Figure 1. Metal layers overlaid.
Drawn at 6 px/um. Only two layers are drawn.
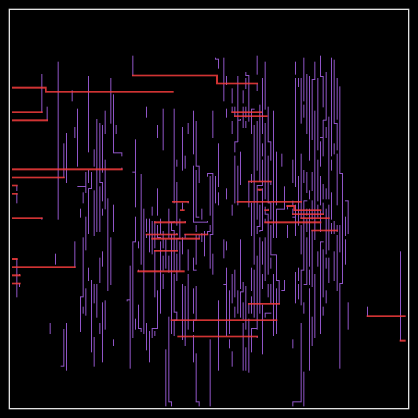
Figure 2. Close-up of the layout.
Window x 18 to 48, y 18 to 48 um. Cells in gray, sequential cells in the stronger gray; small squares are vias.
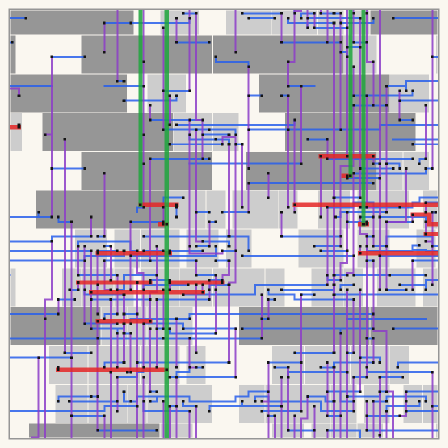
Figure 3. Wiring heat map.
Drawn at 4 px/um. The die is cut into 13 by 13 equal tiles; dark purple is low, yellow is high, scaled to the fullest tile. Values are wire area over tile area, all layers added.
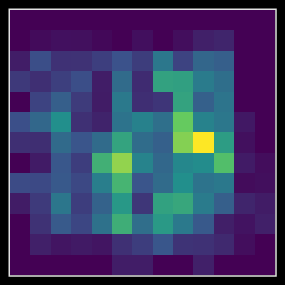
Figure 4. Selected gate families.
Drawn at 6 px/um.
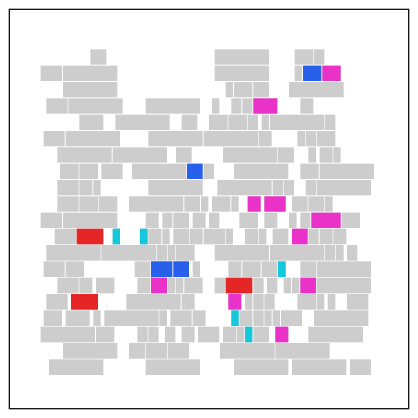
$ cat src/rtl/buzzer_pkg.sv
// buzzer_pkg
//   Shared definitions for the two-player buzzer round controller:
//   state encodings, player identifiers and the state type.
package buzzer_pkg;

  typedef logic [2:0] state_t;

  localparam state_t ST_IDLE     = 3'd0;
  localparam state_t ST_ARMED    = 3'd1;
  localparam state_t ST_ANSWER_A = 3'd2;
  localparam state_t ST_ANSWER_B = 3'd3;
  localparam state_t ST_DONE     = 3'd4;

  localparam logic PLAYER_A = 1'b0;
  localparam logic PLAYER_B = 1'b1;

endpackage

$ cat src/rtl/buzzer_input_sync.sv
// buzzer_input_sync
//   Brings one raw, asynchronous player button into the clk domain through a
//   two-flop synchroniser and produces a single-cycle pulse on each
//   synchronised rising edge. A button held down yields exactly one pulse.
// Ports:
//   clk   in  1  rising-edge clock
//   rst_n in  1  asynchronous active-low reset
//   btn   in  1  raw button level
//   rise  out 1  one-cycle pulse on a synchronised 0->1 transition
module buzzer_input_sync (
  input  logic clk,
  input  logic rst_n,
  input  logic btn,
  output logic rise
);

  logic sync1_r;
  logic sync2_r;
  logic prev_r;

  // Synchroniser chain plus the delayed copy used for edge detection.
  always_ff @(posedge clk or negedge rst_n) begin
    if (!rst_n) begin
      sync1_r <= 1'b0;
      sync2_r <= 1'b0;
      prev_r  <= 1'b0;
    end else begin
      sync1_r <= btn;
      sync2_r <= sync1_r;
      prev_r  <= sync2_r;
    end
  end

  // Decoded from registers only, so the FSM sees the press one edge after
  // the second synchroniser stage captures it.
  assign rise = sync2_r & ~prev_r;

endmodule

$ cat src/rtl/buzzer_round_controller.sv
// buzzer_round_controller
//   Quizmaster-side controller for a two-player buzzer. Arms a round, latches
//   the first (synchronised) press, times the winner's answer, applies the
//   judge's verdict and keeps saturating per-player scores.
// Optional feature: define BUZZER_FALSE_START_EN to lock out, for the next
//   round, any player who presses while the controller is IDLE.
// Ports:
//   clk, rst_n            clock, asynchronous active-low reset
//   start                 arm a new round (IDLE only)
//   a, b                  raw player buttons
//   judge_ok, judge_bad   verdict pulses for the current answer
//   armed                 high while waiting for a press
//   A, B                  player lamps (never both high)
//   timeout               one-cycle pulse when the answer timer expires
//   round_done            one-cycle pulse when the round ends
//   score_a, score_b      saturating scores
module buzzer_round_controller
  import buzzer_pkg::*;
#(
  parameter int ANSWER_CYCLES = 1000,
  parameter int TIMER_W       = 16,
  parameter int SCORE_W       = 4
) (
  input  logic               clk,
  input  logic               rst_n,
  input  logic               start,
  input  logic               a,
  input  logic               b,
  input  logic               judge_ok,
  input  logic               judge_bad,
  output logic               armed,
  output logic               A,
  output logic               B,
  output logic               timeout,
  output logic               round_done,
  output logic [SCORE_W-1:0] score_a,
  output logic [SCORE_W-1:0] score_b
);

  localparam logic [TIMER_W-1:0] TIMER_LOAD = TIMER_W'(ANSWER_CYCLES - 1);
  localparam logic [TIMER_W-1:0] TIMER_ONE  = TIMER_W'(1);
  localparam logic [TIMER_W-1:0] TIMER_ZERO = TIMER_W'(0);
  localparam logic [SCORE_W-1:0] SCORE_ONE  = SCORE_W'(1);
  localparam logic [SCORE_W-1:0] SCORE_MAX  = {SCORE_W{1'b1}};

  function automatic logic [SCORE_W-1:0] sat_inc(input logic [SCORE_W-1:0] s);
    if (s == SCORE_MAX) begin
      sat_inc = s;
    end else begin
      sat_inc = s + SCORE_ONE;
    end
  endfunction

  logic edge_a_s, edge_b_s;

  buzzer_input_sync u_sync_a (.clk(clk), .rst_n(rst_n), .btn(a), .rise(edge_a_s));
  buzzer_input_sync u_sync_b (.clk(clk), .rst_n(rst_n), .btn(b), .rise(edge_b_s));

  state_t             state_r, state_next_s;
  logic               lock_a_r, lock_a_next_s;
  logic               lock_b_r, lock_b_next_s;
  logic               tie_r, tie_next_s;
  logic [TIMER_W-1:0] timer_r, timer_next_s;
  logic [SCORE_W-1:0] score_a_r, score_a_next_s;
  logic [SCORE_W-1:0] score_b_r, score_b_next_s;
  logic               timeout_next_s;
  logic               win_s, winner_s, ok_s, bad_s, expire_s;
  logic               armed_r, lamp_a_r, lamp_b_r, timeout_r, done_r;
`ifdef BUZZER_FALSE_START_EN
  logic               fs_a_r, fs_a_next_s;
  logic               fs_b_r, fs_b_next_s;
`endif

  // Simultaneous verdicts cancel each other out.
  assign ok_s     = judge_ok & ~judge_bad;
  assign bad_s    = judge_bad & ~judge_ok;
  assign expire_s = (timer_r == TIMER_ZERO);

  // Next-state, lockout, tie, timer and score computation.
  always_comb begin
    state_next_s   = state_r;
    lock_a_next_s  = lock_a_r;
    lock_b_next_s  = lock_b_r;
    tie_next_s     = tie_r;
    timer_next_s   = timer_r;
    score_a_next_s = score_a_r;
    score_b_next_s = score_b_r;
    timeout_next_s = 1'b0;
    win_s          = 1'b0;
    winner_s       = PLAYER_A;
`ifdef BUZZER_FALSE_START_EN
    fs_a_next_s    = fs_a_r;
    fs_b_next_s    = fs_b_r;
`endif
    case (state_r)
      ST_IDLE: begin
        if (start) begin
`ifdef BUZZER_FALSE_START_EN
          // A press coinciding with start still counts as a false start.
          lock_a_next_s = fs_a_r | edge_a_s;
          lock_b_next_s = fs_b_r | edge_b_s;
          fs_a_next_s   = 1'b0;
          fs_b_next_s   = 1'b0;
          if ((fs_a_r | edge_a_s) && (fs_b_r | edge_b_s)) begin
            state_next_s = ST_DONE;
          end else begin
            state_next_s = ST_ARMED;
          end
`else
          lock_a_next_s = 1'b0;
          lock_b_next_s = 1'b0;
          state_next_s  = ST_ARMED;
`endif
        end else begin
`ifdef BUZZER_FALSE_START_EN
          fs_a_next_s = fs_a_r | edge_a_s;
          fs_b_next_s = fs_b_r | edge_b_s;
`endif
        end
      end
      ST_ARMED: begin
        if (edge_a_s && !lock_a_r && edge_b_s && !lock_b_r) begin
          // Tie: alternate the favoured player so neither wins every tie.
          win_s      = 1'b1;
          winner_s   = tie_r;
          tie_next_s = ~tie_r;
        end else if (edge_a_s && !lock_a_r) begin
          win_s    = 1'b1;
          winner_s = PLAYER_A;
        end else if (edge_b_s && !lock_b_r) begin
          win_s    = 1'b1;
          winner_s = PLAYER_B;
        end else begin
          win_s = 1'b0;
        end
        if (win_s) begin
          timer_next_s = TIMER_LOAD;
          state_next_s = (winner_s == PLAYER_A) ? ST_ANSWER_A : ST_ANSWER_B;
        end else begin
          state_next_s = ST_ARMED;
        end
      end
      ST_ANSWER_A: begin
        if (ok_s) begin
          score_a_next_s = sat_inc(score_a_r);
          state_next_s   = ST_DONE;
        end else if (bad_s || expire_s) begin
          lock_a_next_s  = 1'b1;
          timeout_next_s = ~bad_s;
          state_next_s   = lock_b_r ? ST_DONE : ST_ARMED;
        end else begin
          timer_next_s = timer_r - TIMER_ONE;
        end
      end
      ST_ANSWER_B: begin
        if (ok_s) begin
          score_b_next_s = sat_inc(score_b_r);
          state_next_s   = ST_DONE;
        end else if (bad_s || expire_s) begin
          lock_b_next_s  = 1'b1;
          timeout_next_s = ~bad_s;
          state_next_s   = lock_a_r ? ST_DONE : ST_ARMED;
        end else begin
          timer_next_s = timer_r - TIMER_ONE;
        end
      end
      ST_DONE: begin
        state_next_s = ST_IDLE;
      end
      default: begin
        state_next_s = ST_IDLE;
      end
    endcase
  end

  // State, bookkeeping and output registers; outputs decode the next state so
  // they are registered yet aligned with the state they describe.
  always_ff @(posedge clk or negedge rst_n) begin
    if (!rst_n) begin
      state_r   <= ST_IDLE;
      lock_a_r  <= 1'b0;
      lock_b_r  <= 1'b0;
      tie_r     <= PLAYER_A;
      timer_r   <= TIMER_ZERO;
      score_a_r <= {SCORE_W{1'b0}};
      score_b_r <= {SCORE_W{1'b0}};
      armed_r   <= 1'b0;
      lamp_a_r  <= 1'b0;
      lamp_b_r  <= 1'b0;
      timeout_r <= 1'b0;
      done_r    <= 1'b0;
    end else begin
      state_r   <= state_next_s;
      lock_a_r  <= lock_a_next_s;
      lock_b_r  <= lock_b_next_s;
      tie_r     <= tie_next_s;
      timer_r   <= timer_next_s;
      score_a_r <= score_a_next_s;
      score_b_r <= score_b_next_s;
      armed_r   <= (state_next_s == ST_ARMED);
      lamp_a_r  <= (state_next_s == ST_ANSWER_A);
      lamp_b_r  <= (state_next_s == ST_ANSWER_B);
      timeout_r <= timeout_next_s;
      done_r    <= (state_next_s == ST_DONE);
    end
  end

`ifdef BUZZER_FALSE_START_EN
  // False-start flags collected while IDLE.
  always_ff @(posedge clk or negedge rst_n) begin
    if (!rst_n) begin
      fs_a_r <= 1'b0;
      fs_b_r <= 1'b0;
    end else begin
      fs_a_r <= fs_a_next_s;
      fs_b_r <= fs_b_next_s;
    end
  end
`endif

  assign armed      = armed_r;
  assign A          = lamp_a_r;
  assign B          = lamp_b_r;
  assign timeout    = timeout_r;
  assign round_done = done_r;
  assign score_a    = score_a_r;
  assign score_b    = score_b_r;

endmodule
$ cat config.mk
export PLATFORM = sky130hd
export DESIGN_NAME = buzzer_round_controller
export DESIGN_NICKNAME = d
export VERILOG_FILES = /design/src/rtl/buzzer_pkg.sv /design/src/rtl/buzzer_input_sync.sv /design/src/rtl/buzzer_round_controller.sv
export SDC_FILE = /design/constraint.sdc
export NUM_CORES = 1
export LEC_CHECK = 0
export CAP_MARGIN = 20
export CORE_MARGIN = 5
export CORE_UTILIZATION = 59
export CTS_CLUSTER_DIAMETER = 80
export CTS_CLUSTER_SIZE = 40
export DETAILED_ROUTE_END_ITERATION = 10
export PLACE_DENSITY = 0.83
export SYNTH_ARGS = -nofsm -noshare
export SYNTH_HDL_FRONTEND = slang
export SYNTH_SLANG_ARGS = --single-unit
$ cat constraint.sdc
create_clock -name clk -period 4.56 [get_ports clk]
set_clock_uncertainty 0.15 [all_clocks]
set_input_delay 0.684 -clock clk [delete_from_list [all_inputs] [get_ports clk]]
set_output_delay 0.684 -clock clk [all_outputs]
set_load 0.05 [all_outputs]
==> run notes <==
flow finished, numbers: CTS buffer count=5, top cells, area=dfrtp_1, xnor2_1, nand2_1, nor2_1, ha_1, Gate Count Post-Synth=173, endpoints failing setup=0, Dominant cell area share=54.8%, Final nets=206, Startpoint Class=register, hold_buf cts=0, Post-DRT Antenna Nets=0, Most Used Layer, Global Route=met2, H-tree depth=2, Yosys Chip Area=0.00187 mm2, post-CTS sizing=0, worst relative slew slack=41.6%, CTS tree=built, post-layout period usage of the worst path=60.0%, Die Ht=66.3 um, Max Slew Vio Count=0, number of cells in Yosys stat=173, first-pass GRT wire length=6340 um, setup ws final=1.82 ns, Clock Sinks=41, critical path's largest stage delay=0.68 ns, Comb power frac=39.1%, RSZ-0062 raised after global routing=false, data required time at the worst endpoint=4.66 ns, P_int=0.644 mW, stage-log warning count=26, Seq/Total Area, Yosys=54.8%, status=finished clean, number of fillers in the final layout=239, DRT Pass-1 Iters=4, DP HPWL=2620 um, full die area=0.00440 mm2, Synth top cell by count=dfrtp_1, clock power share=15.5%, GR Layer Usage met3=5.95%, Tmin final=2.74 ns, ratio of cells with drive above 1 in the final layout=8.12%, Mapped Area=0.00187 mm2, Final Core Density=70.1%, vias per cell=5.96, # rows=20, Leak=0.870 nW, Initial Util=61.3%, DP Cell Count=233, core area=0.00305 mm2, distinct lib cells=41, number of synthesized register bits=41, Horiz. Die Dim=66.3 um, Peak VDD IR=0.000345 V, Seq. cell area=0.00103 mm2, total of max-cap violations=0, Floorplan Nets=183, cell taking the most area after synthesis=dfrtp_1, Worst Setup Path Type=reg -> reg
About Figure 1:
red -> metal 3  # wire length 239 um
purple -> metal 2  # wire length 1830 um
final wirelength: 3630 um
via count: 1437
WL/cell: 15.1 um

About Figure 2:
green -> metal 4
blue -> metal 1
red -> metal 3
purple -> metal 2
sequential cells in the window = 14
cells with their middle in the window = 72
most frequent = dfrtp_1 (14), nand2_1 (9), nand3_1 (5)
netlist names of flops here include = timer_r (6), state_r (2)

About Figure 3:
densest ninth of the die = center
mean over tiles = 0.14
nearly empty tiles = 24%
emptiest ninth of the die = upper left
tiles over half the peak = 10%
fullest tile = 0.64
total track usage: 19.2%

About Figure 4:
red -> adder and majority cells  # cells 3
blue -> AND-OR and OR-AND gates  # cells 4
magenta -> AND and OR gates  # cells 10
cyan -> inverters  # cells 5
Post-Layout Cell Count: 241
logic share of the area: 37.4%
Commonest Layout Cell: dfrtp_1

sequential cells by signal (all words and copies together), names as in the netlist, 3 cells and up:
| signal | cells |
|---|---|
| timer_r | 16 |
| score_a | 4 |
| score_b | 4 |
| state_r | 3 |
kinds of logic after synthesis:
| kind of cell | after synthesis | synth area share (%) |
|---|---|---|
| AND-OR/OR-AND | 28 | 9.83 |
| XOR/XNOR | 17 | 7.95 |
| adder cells (fa/ha/maj) | 3 | 2.01 |
| buffers and inverters | 8 | 2.41 |
| flip-flops | 41 | 54.8 |
| multiplexers | 3 | 1.74 |
| AND/OR/NAND/NOR | 73 | 21.3 |
metal layers:
metal	routed length, um	up-vias	share of wire [%]
met2	1830	53	50
met4	91	0	2.5
li1	-	677	-
met1	1480	697	41
met3	238	10	6.6
met5	0	-	0
layout make-up:
class / instances / share of cell area, %
Sequential cell: 41 / 47.9
Clock buffer: 5 / 1.75
Tap cell: 44 / 2.57
Clock inverter: 3 / 0.818
Inverter: 5 / 0.877
Timing Repair Buffer: 19 / 8.65
Multi-Input combinational cell: 124 / 37.4
path summary, 6_finish.rpt:
path | startpoint | endpoint | cells past startpoint
worst max-delay path | timer_r[8] | A | 5
worst min register to register | u_sync_b.sync1_r | u_sync_b.sync2_r | 0
min in group asynchronous | rst_n | timer_r[12] | 1
worst max register to register | timer_r[8] | A | 5
max in group asynchronous | rst_n | timer_r[6] | 1
worst min-delay path | u_sync_b.sync1_r | u_sync_b.sync2_r | 0
power by group through the flow:
stage | Sequential [mW] | Clock, mW | Combinational, mW
3_3_place_gp | 0.508 | 0 | 0.422
3_5_place_dp | 0.514 | 0 | 0.438
2_1_floorplan | 0.622 | 0 | 0.186
5_1_grt | 0.522 | 0.198 | 0.474
6_report | 0.508 | 0.173 | 0.438
4_1_cts | 0.507 | 0.181 | 0.441
Power figures rest on the tool's default switching activity, not on a simulated workload.
